run_1/clock_nets.png
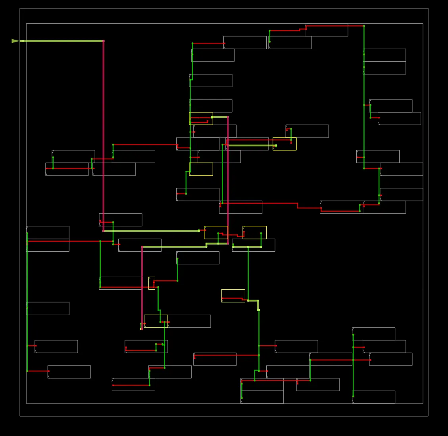
run_1/class_map.png
Bar = 20 µm.
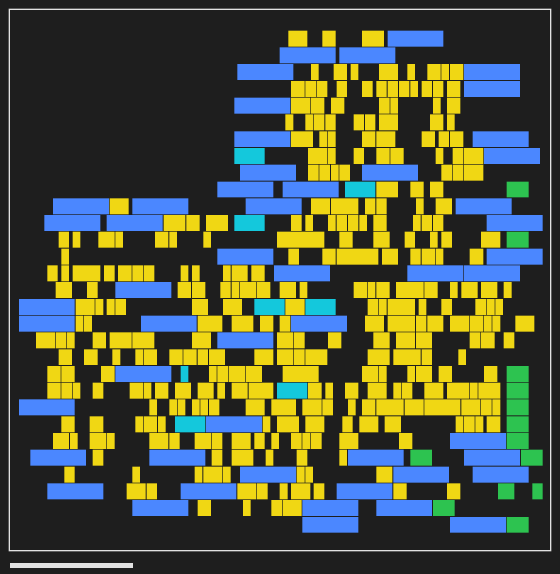
run_1/sizing.png
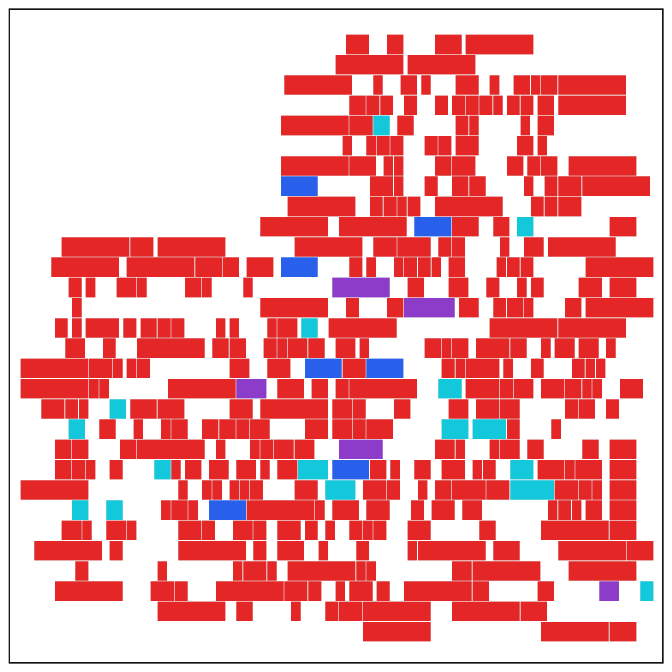
--- src/rtl/buzz_sequencer.sv ---
// rtl/buzz_sequencer.sv - piezo buzzer arbiter and beep pattern generator
//
// Shares one buzzer between three level requesters and plays a distinct
// beep pattern for each, generating the tone square wave internally.
//   match        : 1 beep x 4 units
//   end-of-track : 2 beeps x 2 units
//   error        : 3 beeps x 1 unit
// Beeps are separated by a 1-unit silent gap; there is no trailing gap.
//
// Ports:
//   clk_i    system clock
//   rst_ni   asynchronous active-low reset
//   req_i    level requests: [0] match, [1] end-of-track, [2] error
//   grant_o  one-hot owner of the buzzer
//   done_o   one-cycle pulse on the granted bit when its pattern completes
//   busy_o   high whenever the sequencer is not idle
//   buzz_o   buzzer drive, square wave during beeps, 0 otherwise
module buzz_sequencer #(
    parameter int CLK_FREQ = 50000000,
    parameter int TONE_HZ  = 2000,
    parameter int UNIT_MS  = 100
) (
    input  logic       clk_i,
    input  logic       rst_ni,
    input  logic [2:0] req_i,
    output logic [2:0] grant_o,
    output logic [2:0] done_o,
    output logic       busy_o,
    output logic       buzz_o
);

    localparam int HALF     = CLK_FREQ / (2 * TONE_HZ);
    localparam int UNIT_CYC = CLK_FREQ / 1000 * UNIT_MS;
    localparam int UW       = $clog2(4 * UNIT_CYC);
    // A one-cycle half period still needs a 1-bit counter to exist.
    localparam int TW       = (HALF > 1) ? $clog2(HALF) : 1;

    typedef enum logic [1:0] {
        S_IDLE,
        S_TONE,
        S_GAP,
        S_HOLD
    } state_t;

    state_t         state_q, state_d;
    logic [2:0]     grant_q, grant_d;
    logic [2:0]     done_q,  done_d;
    logic           busy_q,  busy_d;
    logic           buzz_q,  buzz_d;
    logic [UW-1:0]  unit_q,  unit_d;
    logic [TW-1:0]  tone_q,  tone_d;
    logic [1:0]     beep_q,  beep_d;

    logic [UW-1:0]  tone_last;
    logic [1:0]     beep_last;
    logic           owner_req;

    // Pattern shape of the current owner: last unit-counter value of a
    // beep and index of the final beep.
    always_comb begin
        tone_last = UW'(4 * UNIT_CYC - 1);
        beep_last = 2'd0;
        if (grant_q[2]) begin
            tone_last = UW'(UNIT_CYC - 1);
            beep_last = 2'd2;
        end else if (grant_q[1]) begin
            tone_last = UW'(2 * UNIT_CYC - 1);
            beep_last = 2'd1;
        end
    end

    assign owner_req = |(req_i & grant_q);

    always_comb begin
        state_d = state_q;
        grant_d = grant_q;
        done_d  = 3'b000;
        busy_d  = busy_q;
        buzz_d  = buzz_q;
        unit_d  = unit_q;
        tone_d  = tone_q;
        beep_d  = beep_q;

        unique case (state_q)
            S_IDLE: begin
                if (|req_i) begin
                    if (req_i[2])      grant_d = 3'b100;
                    else if (req_i[1]) grant_d = 3'b010;
                    else               grant_d = 3'b001;
                    state_d = S_TONE;
                    busy_d  = 1'b1;
                    buzz_d  = 1'b1;
                    unit_d  = '0;
                    tone_d  = '0;
                    beep_d  = '0;
                end
            end

            S_TONE: begin
                if (!owner_req) begin
                    state_d = S_IDLE;
                end else if (unit_q == tone_last) begin
                    unit_d = '0;
                    tone_d = '0;
                    buzz_d = 1'b0;
                    if (beep_q != beep_last) begin
                        state_d = S_GAP;
                    end else begin
                        state_d = S_HOLD;
                        done_d  = grant_q;
                    end
                end else begin
                    unit_d = unit_q + UW'(1);
                    if (tone_q == TW'(HALF - 1)) begin
                        tone_d = '0;
                        buzz_d = ~buzz_q;
                    end else begin
                        tone_d = tone_q + TW'(1);
                    end
                end
            end

            S_GAP: begin
                if (!owner_req) begin
                    state_d = S_IDLE;
                end else if (unit_q == UW'(UNIT_CYC - 1)) begin
                    state_d = S_TONE;
                    unit_d  = '0;
                    tone_d  = '0;
                    buzz_d  = 1'b1;
                    beep_d  = beep_q + 2'd1;
                end else begin
                    unit_d = unit_q + UW'(1);
                end
            end

            S_HOLD: begin
                // Waiting for the owner to drop its request, so a held
                // request cannot retrigger the pattern.
                if (!owner_req) begin
                    state_d = S_IDLE;
                end
            end

            default: state_d = S_IDLE;
        endcase

        // Any return to idle (completion or abort) releases everything.
        if (state_d == S_IDLE && state_q != S_IDLE) begin
            grant_d = 3'b000;
            busy_d  = 1'b0;
            buzz_d  = 1'b0;
            unit_d  = '0;
            tone_d  = '0;
            beep_d  = '0;
        end
    end

    always_ff @(posedge clk_i or negedge rst_ni) begin
        if (!rst_ni) begin
            state_q <= S_IDLE;
            grant_q <= 3'b000;
            done_q  <= 3'b000;
            busy_q  <= 1'b0;
            buzz_q  <= 1'b0;
            unit_q  <= '0;
            tone_q  <= '0;
            beep_q  <= '0;
        end else begin
            state_q <= state_d;
            grant_q <= grant_d;
            done_q  <= done_d;
            busy_q  <= busy_d;
            buzz_q  <= buzz_d;
            unit_q  <= unit_d;
            tone_q  <= tone_d;
            beep_q  <= beep_d;
        end
    end

    assign grant_o = grant_q;
    assign done_o  = done_q;
    assign busy_o  = busy_q;
    assign buzz_o  = buzz_q;

endmodule

--- config.mk ---
export PLATFORM = sky130hd
export DESIGN_NAME = buzz_sequencer
export DESIGN_NICKNAME = d
export VERILOG_FILES = /design/src/rtl/buzz_sequencer.sv
export SDC_FILE = /design/constraint.sdc
export NUM_CORES = 1
export LEC_CHECK = 0
export CAP_MARGIN = 20
export CORE_UTILIZATION = 45
export DETAILED_ROUTE_END_ITERATION = 10
export PLACE_DENSITY = 0.71
export SLEW_MARGIN = 20
export SYNTH_ARGS = -nofsm -noshare
export SYNTH_HDL_FRONTEND = slang
export SYNTH_SLANG_ARGS = --single-unit
--- constraint.sdc ---
create_clock -name clk_i -period 8.1 [get_ports clk_i]
set_input_delay 1.215 -clock clk_i [delete_from_list [all_inputs] [get_ports clk_i]]
set_output_delay 1.215 -clock clk_i [all_outputs]
set_load 0.02 [all_outputs]
==> flow.log, run 1 <==
[report] extracting results
[metrics] outcome: completed
[metrics] Placed Instance Area: 3467 µm²
[metrics] global-route usage over all layers: 0.2251
[metrics] required time at the worst-slack endpoint: 8.28 ns
[metrics] max-cap check violation count: 0
[metrics] setup slack on the worst flop-to-flop path: 4.40 ns
[metrics] Post-layout nets: ~400
[metrics] vias post-DR: roughly 3000
[metrics] synthesis warning total: 0
[metrics] Pwr per Cell Area: ~230 nW/µm²
[metrics] area reported by Yosys stat: 3297 µm²
[metrics] Hold Startpoint: tone_q[7]
[metrics] number of input and output port buffers inserted: 12
[metrics] instance tally after logic synthesis: 381
[metrics] Final Worst Setup Slack: 4.064 ns
[metrics] number of hold-slack violations in the final timing report: 0
[metrics] routed length per placed instance: 16.63 µm
[metrics] count of hold-fix buffers inserted at cts: 0
[metrics] count of flip-flops with a built-in enable after synthesis: 0
[metrics] fraction of final layout cells sized beyond drive strength 1: 0.07254
[metrics] FF-to-FF End: unit_q[23]
[metrics] count of cells along the worst hold path: 1
[metrics] most common logic cell in the routed design: sky130_fd_sc_hd__dfrtp_1
[metrics] min Tclk post-route: 4.036 ns
[metrics] end point of the most critical hold path: tone_q[7]
## Picture notes: clock_nets.png
clock latency on the worst-skew pair: 0.31 ns
post-route clock skew: 0.01753 ns
final-layout clock buffer total: 8
number of clock sinks seen by CTS: 51

## Picture notes: class_map.png
legend:
  remaining buffers and delay cells:
    colour: green
    cells: 13
    share_of_their_area: 3.6%
  clock drivers and dummy loads:
    colour: cyan
    cells: 8
    share_of_their_area: 2.9%
  sequential cells:
    colour: blue
    cells: 51
    share_of_their_area: 37%
  remaining logic cells:
    colour: yellow
    cells: 314
    share_of_their_area: 57%

## Picture notes: sizing.png
legend:
  x2:
    colour: cyan
    cells: 16
    share: 4.1%
    most_used: or2_2
  x3 and x4:
    colour: purple
    cells: 5
    share: 1.3%
  x6 and larger:
    colour: blue
    cells: 7
    share: 1.8%
    most_used: clkbuf_8
  x1 and smaller:
    colour: red
    cells: 358
    share: 93%
    most_used: dfrtp_1
final design instance area without fill: 3567 µm²
post-synthesis to final-layout area growth: 8.197%
nonclk buf count: 13

[run 1: state kept, by name, indices dropped and copies added, names as in the netlist]
signal / flops
beep_q: 2
unit_q: 25
grant_o: 3
state_q: 2
busy_o: 1
buzz_o: 1
done_o: 3
tone_q: 14
[run 1: worst max path at each step]
| stage | startpoint | cells past startpoint | slack, ns | to |
|---|---|---|---|---|
| finish | req_i[1] | 8 | 4.06 | unit_q[11] |
| global route | req_i[1] | 8 | 3.88 | unit_q[11] |
| floorplan | req_i[0] | 8 | 4.93 | tone_q[10] |
| detailed placement | req_i[1] | 8 | 3.83 | unit_q[17] |
| global placement | req_i[1] | 7 | 3.80 | unit_q[13] |
| CTS | req_i[1] | 8 | 4.13 | unit_q[11] |
[run 1: layer usage]
| metal | vias up | wire length, µm | track usage |
|---|---|---|---|
| met5 | - | 0 | 0 |
| li1 | 1440 | - | - |
| met3 | 13 | 367 | 0.03299 |
| met1 | 1465 | 3810 | 0.3205 |
| met2 | 100 | 3700 | 0.3480 |
| met4 | 0 | 138 | 0.08346 |
[run 1: cell usage after synthesis, types with 4 or more instances]
master and n:
sky130_fd_sc_hd__a211oi_1 7, sky130_fd_sc_hd__a31oi_1 8, sky130_fd_sc_hd__a22o_1 10, sky130_fd_sc_hd__o311ai_0 6, sky130_fd_sc_hd__or2_2 6, sky130_fd_sc_hd__nand3_1 23
sky130_fd_sc_hd__a221o_1 4, sky130_fd_sc_hd__mux2i_1 4, sky130_fd_sc_hd__buf_2 5, sky130_fd_sc_hd__nand2_1 48, sky130_fd_sc_hd__nor4b_1 4, sky130_fd_sc_hd__ha_1 6
sky130_fd_sc_hd__dfrtp_1 51, sky130_fd_sc_hd__a21o_1 6, sky130_fd_sc_hd__or3_1 5, sky130_fd_sc_hd__inv_1 12, sky130_fd_sc_hd__clkbuf_1 8, sky130_fd_sc_hd__o21ai_0 33
sky130_fd_sc_hd__nand4_1 7, sky130_fd_sc_hd__a21oi_1 15, sky130_fd_sc_hd__nor2_1 24, sky130_fd_sc_hd__and2_1 11, sky130_fd_sc_hd__and3_1 9
[run 1: through the flow]
step	hold slack, ns	power (mW)
detailed placement	0.4872	0.6672
CTS	0.5009	0.8322
global route	0.5160	0.8924
floorplan	0.4447	0.5815
global placement	0.4690	0.6554
finish	0.4931	0.8331
[run 1: layout make-up]
cell class / count / area, µm²
inverters: 12 / 45.04
flip-flops and latches: 51 / 1276
clock buffers: 8 / 100.1
multi-input cells: 302 / 1903
fillers: 642 / 3377
well taps: 96 / 120.1
repair buffers: 13 / 122.6
[run 1: where the power goes]
part	leakage (nW)	switching, mW	total (mW)	internal, mW
clock	0.0515	0.0849	0.163	0.0782
combinational	0.671	0.260	0.380	0.120
sequential	0.705	0.0213	0.290	0.269
[run 1: critical path, stage by stage]
cell                              delay, ns
sky130_fd_sc_hd__clkdlybuf4s50_1       0.47
sky130_fd_sc_hd__a222oi_1              0.86
sky130_fd_sc_hd__nor2b_1               0.10
sky130_fd_sc_hd__a311oi_1              0.31
sky130_fd_sc_hd__a211o_2               0.35
sky130_fd_sc_hd__a21oi_4               0.23
sky130_fd_sc_hd__and2_1                0.36
sky130_fd_sc_hd__a221o_1               0.32
run_1/m1.png
Supply wires on this layer in grey.
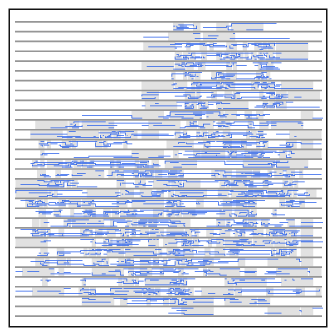

==> inputs of run 2 (changes only) <==
Clock period 8.1 ns to 4 ns, I/O delays scaled along.
run_2/m1.png
Supply wires on this layer in grey.
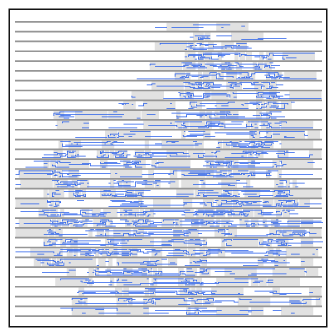
wire length on this layer: 3680 µm
nets with wire on the layer: 365
met1 Use GR: 0.3116
vias post-DR: 3019

run_2/class_map.png
Bar = 20 µm.
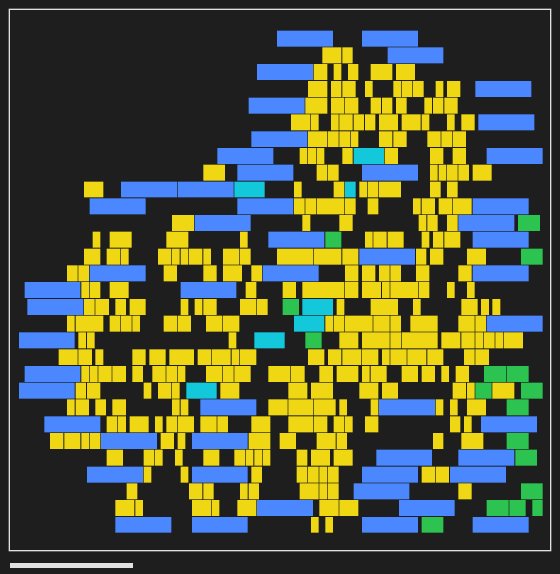
legend:
  remaining buffers and delay cells:
    colour: green
    cells: 17
    share_of_their_area: 4.4%
  clock drivers and dummy loads:
    colour: cyan
    cells: 7
    share_of_their_area: 2.5%
  sequential cells:
    colour: blue
    cells: 51
    share_of_their_area: 37%
  remaining logic cells:
    colour: yellow
    cells: 314
    share_of_their_area: 56%
placeable core area: 6944 µm²
final design instance area without fill: 3576 µm²
std cell rows: 30
fraction of standard cell area that is sequential: 0.3569
post-layout utilization of the core: 0.5150

==> run 2 against run 1 <==
Sequential power up 100%. Register-to-register slack worse by 3.6 ns. First-iteration DRC count down 7.9%. Total power up 99%. Sequential cell count unchanged. Highest routed layer unchanged.
==> flow.log, run 2 <==
[report] extracting results
[metrics] area of the multi-input gates: 1894 µm² (was 1903 µm²)
[metrics] Met3 Routed Length: 343 µm (was 367 µm)
[metrics] most common logic cell in the routed design: sky130_fd_sc_hd__dfrtp_1 (unchanged)
[metrics] most frequent cell after synthesis: sky130_fd_sc_hd__dfrtp_1 (unchanged)
[metrics] Pwr per Cell Area: 464.1 nW/µm² (was 233.5 nW/µm²)
[metrics] FF-to-FF End: unit_q[15] (was unit_q[23])
[metrics] top cells by count, synth: sky130_fd_sc_hd__dfrtp_1, sky130_fd_sc_hd__nand2_1, sky130_fd_sc_hd__o21ai_0 (unchanged)
[metrics] highest metal used: met4 (unchanged)
[metrics] Post-layout nets: 400 (was 396)
[metrics] number of hold-slack violations in the final timing report: 0 (unchanged)
[metrics] outcome: completed (unchanged)
[metrics] setup slack on the worst flop-to-flop path: 0.81 ns (was 4.40 ns)
[metrics] routed length on met2: 3843 µm (was 3700 µm)
[metrics] global-route usage over all layers: 0.2229 (was 0.2251)
[metrics] post-synthesis to final-layout area growth: 8.463% (was 8.197%)
[metrics] Max stage delay on crit path: 0.56 ns (was 0.86 ns)
[metrics] max-cap check violation count: 0 (unchanged)
[metrics] routed length per placed instance: 16.39 µm (was 16.63 µm)
[metrics] endpoint of the worst setup timing path: unit_q[15] (was unit_q[11])
[metrics] CP max-delay cell: sky130_fd_sc_hd__or4_4 (was sky130_fd_sc_hd__a222oi_1)
[metrics] area reported by Yosys stat: 3297 µm² (unchanged)
[metrics] count of flip-flops with a built-in enable after synthesis: 0 (unchanged)
[metrics] required time at the worst-slack endpoint: 4.18 ns (was 8.28 ns)
[metrics] cell chain of the critical path: or3b_1 > or4_4 > o21a_1 > nor4_2 > a211o_2 > a21oi_4 > buf_4 > and2_1 > a221o_1 (was clkdlybuf4s50_1 > a222oi_1 > nor2b_1 > a311oi_1 > a211o_2 > a21oi_4 > and2_1 > a221o_1)
[metrics] total power consumption of the routed design: 1.660 mW (was 833.1 µW)
run 2: cell counts after synthesis:
No cell type changed its count.
run 2: per-stage QoR:
stage	worst slack (ns)	std cells
2_1_floorplan	1.290	381
3_3_place_gp	0.8182	478
3_5_place_dp	0.7593	478
4_1_cts	0.8181	485
5_1_grt	0.5355	485
6_report	0.8061	485
run 2: area by class of cell:
cell class | instances | area share
multi-input cells | 302 | 0.5297
flip-flops and latches | 51 | 0.3569
repair buffers | 17 | 0.04269
well taps | 96 | 0.03359
clock buffers | 6 | 0.02309
inverters | 12 | 0.01260
clock inverters | 1 | 0.001400
run 2: how the worst min path moves through the flow:
stage | from | to | slack, ns | cells after the start
global placement | tone_q[7] | tone_q[7] | 0.47 | 1
finish | rst_ni | done_o[0] | 0.39 | 2
global route | rst_ni | done_o[0] | 0.46 | 2
CTS | rst_ni | done_o[0] | 0.42 | 2
detailed placement | tone_q[7] | tone_q[7] | 0.47 | 1
floorplan | rst_ni | beep_q[0] | 0.30 | 0
run 2: logic make-up (layout without fill, tap and decap cells):
| kind of cell | Yosys count | in the layout | share of synthesized area |
|---|---|---|---|
| xor+xnor | 2 | 2 | 0.005314 |
| buf+inv | 28 | 36 | 0.03833 |
| mux | 6 | 6 | 0.01898 |
| simple gates | 166 | 166 | 0.2657 |
| compound gates | 122 | 122 | 0.2619 |
| fa+ha+maj | 6 | 6 | 0.02277 |
| flops | 51 | 51 | 0.3871 |
run 2: power breakdown:
part / leakage (nW) / internal, mW / switching (mW)
Combinational: 0.689 / 0.254 / 0.519
Sequential: 0.705 / 0.544 / 0.0409
Clock: 0.0470 / 0.136 / 0.165
run 2: routing by layer:
layer / track usage / up-vias
met5: 0 / -
met4: 0.06110 / 0
met3: 0.02828 / 7
met2: 0.3651 / 86
met1: 0.3116 / 1470
li1: - / 1456
run 2: critical path: cells and delay by family (launching register included):
| family | cells | cell delay (ns) |
|---|---|---|
| AND/OR/NAND/NOR | 4 | 1.39 |
| AND-OR/OR-AND | 4 | 0.98 |
| buffers and inverters | 1 | 0.22 |
| flip-flops | 1 | 0.48 |
Power and IR drop assume default switching activity.
